==> src/rtl/mem_arbiter.sv <==
// mem_arbiter: two-master round-robin arbiter in front of a single-port
// synchronous 32-bit memory with one cycle of read latency. Grants are
// combinational, read data returns through a one-deep owner pipeline, and
// accesses beyond DEPTH are absorbed locally and raise a sticky error flag.
module mem_arbiter #(
    parameter int ADDR_W = 14,
    parameter int DEPTH  = 12288
) (
    input  logic              clk,
    input  logic              reset,

    input  logic [ADDR_W-1:0] m0_address,
    input  logic [3:0]        m0_byteenable,
    input  logic              m0_read,
    input  logic              m0_write,
    input  logic [31:0]       m0_writedata,
    output logic              m0_waitrequest,
    output logic [31:0]       m0_readdata,
    output logic              m0_readdatavalid,

    input  logic [ADDR_W-1:0] m1_address,
    input  logic [3:0]        m1_byteenable,
    input  logic              m1_read,
    input  logic              m1_write,
    input  logic [31:0]       m1_writedata,
    output logic              m1_waitrequest,
    output logic [31:0]       m1_readdata,
    output logic              m1_readdatavalid,

    output logic [ADDR_W-1:0] mem_address,
    output logic [3:0]        mem_byteenable,
    output logic              mem_chipselect,
    output logic              mem_write,
    output logic [31:0]       mem_writedata,
    output logic              mem_clken,
    input  logic [31:0]       mem_readdata,

    input  logic              err_clr,
    output logic              err
);

    // One extra bit so a DEPTH equal to 2**ADDR_W still compares correctly.
    localparam logic [ADDR_W:0] DEPTH_LIM = DEPTH[ADDR_W:0];

    logic              req0;
    logic              req1;
    logic              gnt0;
    logic              gnt1;
    logic              any_gnt;
    logic              last;

    logic [ADDR_W-1:0] g_addr;
    logic [3:0]        g_be;
    logic [31:0]       g_wdata;
    logic              g_write;
    logic              g_read;
    logic              g_in_range;

    logic              rd_valid;
    logic              rd_owner;
    logic              rd_oor;
    logic [31:0]       ret_data;

    // Pick at most one master; on contention the one not served last wins.
    always_comb begin
        req0 = m0_read | m0_write;
        req1 = m1_read | m1_write;
        gnt0 = 1'b0;
        gnt1 = 1'b0;
        if (!reset) begin
            if (req0 && req1) begin
                gnt0 = last;
                gnt1 = ~last;
            end else begin
                gnt0 = req0;
                gnt1 = req1;
            end
        end
        any_gnt = gnt0 | gnt1;
    end

    // Route the granted master's command; a simultaneous read+write is a write.
    always_comb begin
        g_addr  = '0;
        g_be    = '0;
        g_wdata = '0;
        g_write = 1'b0;
        g_read  = 1'b0;
        if (gnt1) begin
            g_addr  = m1_address;
            g_be    = m1_byteenable;
            g_wdata = m1_writedata;
            g_write = m1_write;
            g_read  = m1_read & ~m1_write;
        end else if (gnt0) begin
            g_addr  = m0_address;
            g_be    = m0_byteenable;
            g_wdata = m0_writedata;
            g_write = m0_write;
            g_read  = m0_read & ~m0_write;
        end
        g_in_range = ({1'b0, g_addr} < DEPTH_LIM);
    end

    assign m0_waitrequest = ~gnt0;
    assign m1_waitrequest = ~gnt1;

    assign mem_address    = g_addr;
    assign mem_byteenable = g_be;
    assign mem_writedata  = g_wdata;
    assign mem_chipselect = any_gnt & g_in_range;
    assign mem_write      = any_gnt & g_write & g_in_range;
    assign mem_clken      = ~reset;

    // Round-robin pointer; reset points at m1 so m0 wins the first contention.
    always_ff @(posedge clk or posedge reset) begin
        if (reset) begin
            last <= 1'b1;
        end else if (gnt1) begin
            last <= 1'b1;
        end else if (gnt0) begin
            last <= 1'b0;
        end
    end

    // Remember who owns the read that completes next cycle and whether it was out of range.
    always_ff @(posedge clk or posedge reset) begin
        if (reset) begin
            rd_valid <= 1'b0;
            rd_owner <= 1'b0;
            rd_oor   <= 1'b0;
        end else begin
            rd_valid <= any_gnt & g_read;
            rd_owner <= gnt1;
            rd_oor   <= ~g_in_range;
        end
    end

    // Sticky out-of-range flag; a new offending grant beats a clear in the same cycle.
    always_ff @(posedge clk or posedge reset) begin
        if (reset) begin
            err <= 1'b0;
        end else if (any_gnt && !g_in_range) begin
            err <= 1'b1;
        end else if (err_clr) begin
            err <= 1'b0;
        end
    end

    // Steer returning data to its owner, zero everywhere else.
    always_comb begin
        ret_data         = rd_oor ? 32'h0000_0000 : mem_readdata;
        m0_readdatavalid = rd_valid & ~rd_owner & ~reset;
        m1_readdatavalid = rd_valid &  rd_owner & ~reset;
        m0_readdata      = m0_readdatavalid ? ret_data : 32'h0000_0000;
        m1_readdata      = m1_readdatavalid ? ret_data : 32'h0000_0000;
    end

endmodule

==> config.mk <==
export PLATFORM = sky130hd
export DESIGN_NAME = mem_arbiter
export DESIGN_NICKNAME = d
export VERILOG_FILES = /design/src/rtl/mem_arbiter.sv
export SDC_FILE = /design/constraint.sdc
export NUM_CORES = 1
export LEC_CHECK = 0
export CAP_MARGIN = 20
export CORE_AREA = 2 2 102 104
export DETAILED_ROUTE_END_ITERATION = 7
export DIE_AREA = 0 0 104 106
export DONT_BUFFER_PORTS = 1
export PLACE_DENSITY = 0.32
export SKIP_CTS_REPAIR_TIMING = 1
export SLEW_MARGIN = 20
export SYNTH_ARGS = -nofsm -noshare
export SYNTH_HDL_FRONTEND = slang
export SYNTH_SLANG_ARGS = --single-unit
==> constraint.sdc <==
create_clock -name clk -period 1.71 [get_ports clk]
set_input_delay 0.2565 -clock clk [delete_from_list [all_inputs] [get_ports clk]]
set_output_delay 0.2565 -clock clk [all_outputs]
set_load 0.05 [all_outputs]
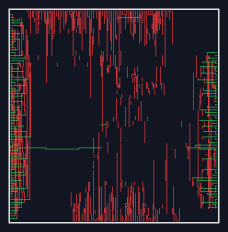
(images/metal_stack.png)
Scale: 2 px per um. Two of the layers only.
| color | layer | wire length |
|---|---|---|
| red | met2 | 3630 um |
| green | met3 | 615 um |
Via Count: 1690
DR WL/cell: 17.8 um
GR Util All Layers: 9.36%

==> results.cfg <==
; generated from flow reports
[status]
status = finished with violations
violations = negative setup slack

[final_timing]
max_freq_ghz = 0.519
grt_setup_unrepaired = true
setup_violations = 52
tns_ns = -5.95
finalMaxSlewViolations = 0
skew_ns = 0.000336
fin_ws_ns = -0.215
slew_headroom_pct = 66.7

[pwr]
p_int_w = 0.000824
comb-power_w = 0.00158
p_sw_w = 0.00113
fin_total_pwr_w = 0.00195
p_comb_share_pct = 80.8
worst_ir_drop_vdd_v = 0.000294
seq_power_share_pct = 8.4
seq-power_w = 0.000164
p_leak_nw = 1.07
top_power_group = combinational logic

[cells_and_area]
seqCellArea_sq_um = 126
final_cells = 362
final-nonclk-buf-share_pct = 18.3
final_nets = 366
lay_top_cells = 58 x nor2_4, 40 x a22o_4, 32 x nand2b_1, 17 x buf_4, 17 x buf_12
clkCellAreaFrac_pct = 1.59
nClkBuffers = 4
finish.instance_area_sq_um = 2840
lay_top_count = nor2_4
largest_class = logic gates
area_delta_synth_final_pct = 110

[hold_path]
hold_class = input port to async pin

[critical_path]
worstSetupPathType = flip-flop to output pin
r2r_start = last
reg2reg_slack_ns = 0.17
slowest_stage = dfstp_2
startpoint = last
crit_end = mem_writedata[1]
rr_worst_depth = 6
crit_path_end_kind = output pin
crit_family = flip-flops

[flow_run]
max_cap_viol_count = 0

[detailed_routing]
route.layer.met1.wl_um = 2190
drt_wl_total_um = 6450
routed-wl-met2_um = 3630
route.met3.wl_um = 615
via_per_inst = 4.67
drc_errors = 0
highest_layer = met4

[synth]
synth_top_cell_by_count = nor2_1
synthAoiAreaFrac_pct = 39.7
ys.flops = 5
async_flop_share_pct = 100
top_cells_by_count = 69 x nor2_1, 49 x a22o_1, 32 x nand2b_1
simple_gate_area_share_pct = 38.6
synthCells = 206
yosysWarnings = 0
synthXorXnorAreaFrac_pct = 0
yosysTopAreaCellShare_pct = 31.8
synth_cell_types = 27
ys_area_sq_um = 1350

[floorplan]
taps = 136
fp_util_pct = 13.5
die_x_um = 104
dieArea_sq_um = 11000
pin_count = 261

[grt]
use_met3_pct = 3.13
grt_pass1_wl_um = 8430
grt_remaining_overflow = 0
grt_max_degree = 53
use_met1_pct = 9.91

[clock_tree]
cts.sinks = 5
cts_max_level = 1
cts_buffer_depth = 2
cts_root_buf = clkbuf_8
numCtsBuffers = 3

[place]
place_ws_ns = -0.0308
port_buffers = 0
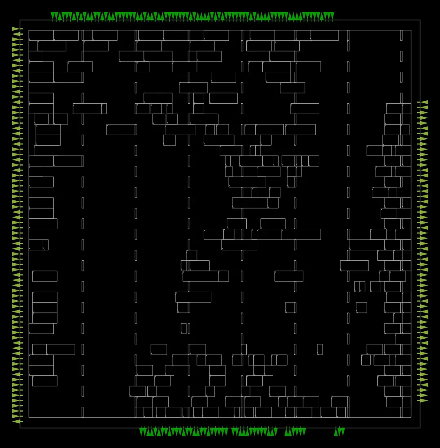
(images/final_placement.png)
total core area: 10000 sq um
final core occ: 28.4%
Flops: 5

